`config.mk`:
```
export PLATFORM = sky130hd
export DESIGN_NAME = ysyx_25070198_mem_arbiter
export DESIGN_NICKNAME = d
export VERILOG_FILES = /design/src/rtl/ysyx_25070198_mem_arbiter.sv
export SDC_FILE = /design/constraint.sdc
export NUM_CORES = 1
export LEC_CHECK = 0
export ABC_AREA = 1
export CORE_ASPECT_RATIO = 0.9
export CORE_MARGIN = 2
export CORE_UTILIZATION = 35
export CTS_CLUSTER_DIAMETER = 50
export CTS_CLUSTER_SIZE = 24
export DETAILED_ROUTE_END_ITERATION = 10
export PLACE_DENSITY = 0.78
export SYNTH_ARGS = -nofsm -noshare
export SYNTH_HDL_FRONTEND = slang
export SYNTH_SLANG_ARGS = --single-unit
```
`constraint.sdc`:
```
create_clock -name clk -period 4 [get_ports clk]
set_input_delay 1.2 -clock clk [delete_from_list [all_inputs] [get_ports clk]]
set_output_delay 1.2 -clock clk [all_outputs]
set_load 0.01 [all_outputs]
```
`src/rtl/ysyx_25070198_mem_arbiter.sv`:
```
// ysyx_25070198_mem_arbiter: single-outstanding IFU/LSU arbiter onto one memory port, with response timeout.
// Optional macro ARBITER_RR_EN selects round-robin arbitration; otherwise LSU has fixed priority over IFU.
module ysyx_25070198_mem_arbiter #(
    parameter int unsigned TIMEOUT_CYC = 255
) (
    input  logic        clk,
    input  logic        rst,
    input  logic        ifu_reqValid,
    input  logic [31:0] ifu_raddr,
    output logic        ifu_reqReady,
    output logic        ifu_respValid,
    output logic [31:0] ifu_rdata,
    output logic        ifu_respErr,
    input  logic        lsu_reqValid,
    input  logic        lsu_wen,
    input  logic [31:0] lsu_addr,
    input  logic [31:0] lsu_wdata,
    input  logic [3:0]  lsu_wmask,
    output logic        lsu_reqReady,
    output logic        lsu_respValid,
    output logic [31:0] lsu_rdata,
    output logic        lsu_respErr,
    output logic        mem_reqValid,
    output logic [31:0] mem_addr,
    output logic        mem_wen,
    output logic [31:0] mem_wdata,
    output logic [3:0]  mem_wmask,
    input  logic        mem_reqReady,
    input  logic        mem_respValid,
    input  logic [31:0] mem_rdata
);
    typedef enum logic [1:0] {IDLE, REQ, RESP} state_t;
    localparam logic [7:0] TO = 8'(TIMEOUT_CYC);
    state_t      state_q;
    logic [31:0] addr_q, wdata_q;
    logic        wen_q, gnt_q;
    logic [3:0]  wmask_q;
    logic [7:0]  cnt_q, cnt_d;
    logic        gnt_lsu, any_req, busy, timeout, resp_fire, err_fire, done;
`ifdef ARBITER_RR_EN
    logic rr_q;
    assign gnt_lsu = lsu_reqValid & (~ifu_reqValid | ~rr_q);
`else
    assign gnt_lsu = lsu_reqValid;
`endif
    assign any_req   = lsu_reqValid | ifu_reqValid;
    assign busy      = state_q != IDLE;
    assign cnt_d     = (cnt_q == 8'hFF) ? cnt_q : cnt_q + 8'd1;
    assign timeout   = busy & (cnt_q == TO);
    assign resp_fire = (state_q == RESP) & mem_respValid;
    assign err_fire  = timeout & ~resp_fire;
    assign done      = resp_fire | err_fire;

    assign lsu_reqReady  = ~rst & (state_q == IDLE) & gnt_lsu;
    assign ifu_reqReady  = ~rst & (state_q == IDLE) & ifu_reqValid & ~gnt_lsu;
    assign lsu_respValid = done & gnt_q;
    assign ifu_respValid = done & ~gnt_q;
    assign lsu_respErr   = err_fire & gnt_q;
    assign ifu_respErr   = err_fire & ~gnt_q;
    assign lsu_rdata     = (resp_fire & gnt_q) ? mem_rdata : 32'h0;
    assign ifu_rdata     = (resp_fire & ~gnt_q) ? mem_rdata : 32'h0;
    assign mem_reqValid  = (state_q == REQ) & ~timeout;
    assign mem_addr      = addr_q;
    assign mem_wen       = wen_q;
    assign mem_wdata     = wdata_q;
    assign mem_wmask     = wmask_q;

    // Transaction FSM: grant and latch in IDLE, issue in REQ, wait for data or timeout in RESP.
    always_ff @(posedge clk or posedge rst) begin
        if (rst) begin
            state_q <= IDLE;
            addr_q  <= 32'h0;
            wdata_q <= 32'h0;
            wen_q   <= 1'b0;
            wmask_q <= 4'h0;
            gnt_q   <= 1'b0;
            cnt_q   <= 8'h0;
`ifdef ARBITER_RR_EN
            rr_q    <= 1'b0;
`endif
        end else if (state_q == IDLE) begin
            if (any_req) begin
                state_q <= REQ;
                gnt_q   <= gnt_lsu;
                cnt_q   <= 8'h0;
                addr_q  <= gnt_lsu ? lsu_addr : ifu_raddr;
                wen_q   <= gnt_lsu & lsu_wen;
                wdata_q <= gnt_lsu ? lsu_wdata : 32'h0;
                wmask_q <= gnt_lsu ? lsu_wmask : 4'hF;
`ifdef ARBITER_RR_EN
                rr_q    <= gnt_lsu;
`endif
            end
        end else begin
            cnt_q <= cnt_d;
            if (done) state_q <= IDLE;
            else if (state_q == REQ && mem_reqReady) state_q <= RESP;
        end
    end
endmodule

```
Fig. 1: sizing map
Scale bar: 20 um.
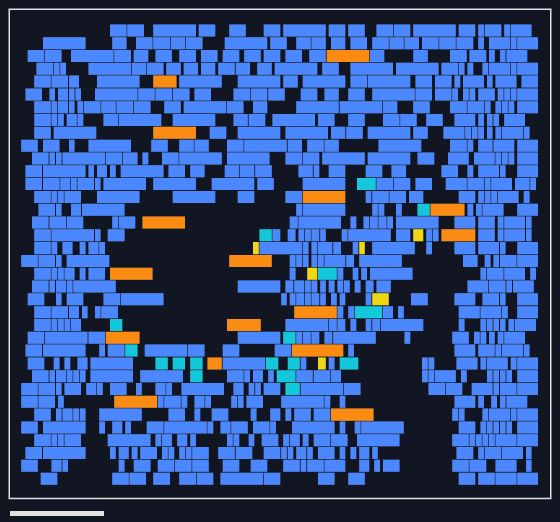
Orange marks _6 and larger, cells 16, share 2.2%, most used clkbuf_16. Cyan marks _3 and _4 cells, cells 17, share 2.3%, most used buf_4. Blue marks _0 and _1 cells, cells 702, share 95%, most used clkdlybuf4s50_1. Yellow marks _2 cells, cells 6, share 0.81%.
Final Cell Area: 7260 sq um
count of plain and timing-repair buffers: 291
P&R area growth vs syn: 88.1%

Fig. 2: routed clock nets over the placement
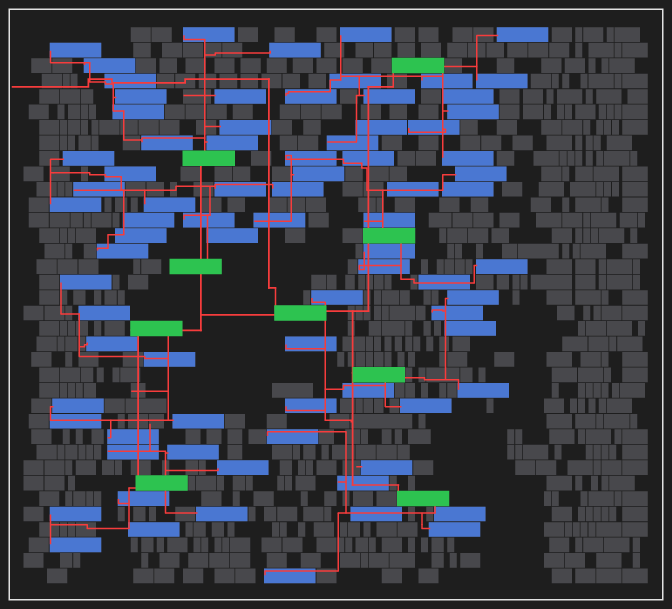
Green marks clock drivers, count 9. Red marks clock wires, length 1,020 um. Blue marks flip-flops, count 80.
There are 10 routed clock nets.
final clock skew: 0.00204 ns
Power Clock: 825 uW
clk_lat worst skew: 0.33 ns
Clock Power Share: 0.192

Fig. 3: clock nets
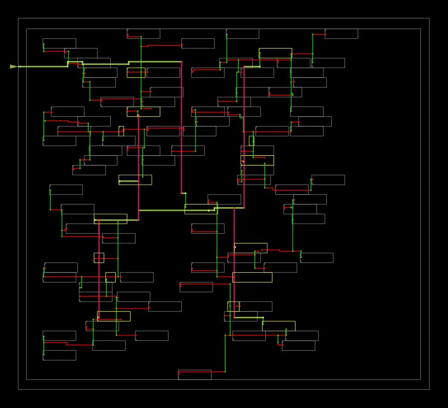
clk sinks: 80
CTS Buf Count: 9
# clk buffers: 12
Flops: 80

Fig. 4: pin map
Pins as bars across the die edge, other pins in gray.
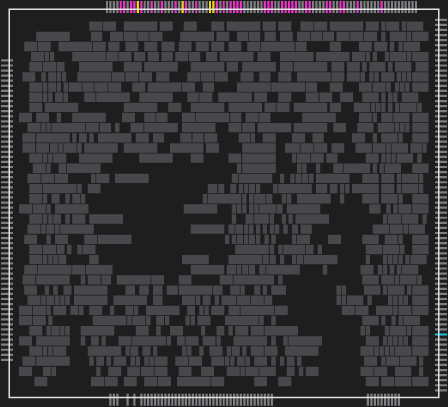
Cyan marks lsu_respErr, pins 1, direction output, edge right. Yellow marks mem_wmask, pins 4, direction output, edge top. Magenta marks mem_wdata, pins 32, direction output, edge top.
All pins by edge: 91 top, 74 right, 60 left, 54 bottom.

==> flow_metrics.env <==
# physical design summary
export IMPL_status="finished, final reports clean"
export IMPL_total_power_mw=4.30
export IMPL_min_path_type="reg -> reg"
export IMPL_leakage_nw=4.31
export IMPL_worst_pin_slew_ns=0.595
export IMPL_synthesis_nets=601
export IMPL_mi_logic_area_sq_um=1510
export IMPL_fillers=834
export IMPL_end_kind="primary output"
export IMPL_cp_slowest_cell="clkdlybuf4s50_1"
export IMPL_met3_usage=0.0509
export IMPL_finalMaxSlewViolations=0
export IMPL_cp_cell_sequence="clkdlybuf4s50_1 -> buf_4 -> inv_6 -> nor2_4 -> inv_1 -> nor2_1 -> clkdlybuf4s50_1"
export IMPL_post_cts_resized=4
export IMPL_ys_cells=461
export IMPL_cp_max_fo=2
export IMPL_seq_power_mw=1.41
export IMPL_fin_ws_ns=0.136
export IMPL_reg2reg_from="state_q[0]"
export IMPL_grt_pass1_wl_um=21100
export IMPL_antenna_cells=0
export IMPL_clockRootBuffer="clkbuf_16"
export IMPL_inverters=50
export IMPL_seq_share=0.276
export IMPL_initial_core_util=0.358
export IMPL_place_ws_ns=-0.0614
export IMPL_crit_family="buffers and inverters"
export IMPL_whs_ns=0.508
export IMPL_avgRoutedWirePerCell_um=16.0
export IMPL_cp_slowest_stage_delay_ns=0.56
export IMPL_top_usage_layer="met2"
export IMPL_antenna_found_initial=0
export IMPL_yosysChipArea_sq_um=3860
export IMPL_worstHoldStart="mem_wmask[1]"
export IMPL_multi_input_comb_cells=304
export IMPL_p_switching_mw=1.50
export IMPL_adder_share=0.00324
export IMPL_buf_share=0.425
export IMPL_rr_worst_depth=6
export IMPL_most_common_cell="nor2_1"
export IMPL_clk_path_buf_depth=2
export IMPL_fp_row_count=36
export IMPL_final_util=0.674
==> sequential cells by signal (all words and copies together), names as in the netlist <==
name and count:
gnt_q 1, mem_wmask 4, mem_wdata 32, mem_wen 1, mem_addr 32, cnt_q 8, state_q 2
==> cells in the final DEF, fill, tap and decap left out, types with 5 or more instances in the layout <==
| master | instances |
|---|---|
| a31oi_1 | 32 |
| inv_1 | 46 |
| clkdlybuf4s50_1 | 211 |
| a22o_1 | 33 |
| clkbuf_16 | 9 |
| dfrtp_1 | 80 |
| nor2_1 | 109 |
| buf_4 | 9 |
| nand2_1 | 94 |
| dlymetal6s2s_1 | 64 |
| o21ai_0 | 5 |
| nand3_1 | 9 |
Power and IR drop assume default switching activity.
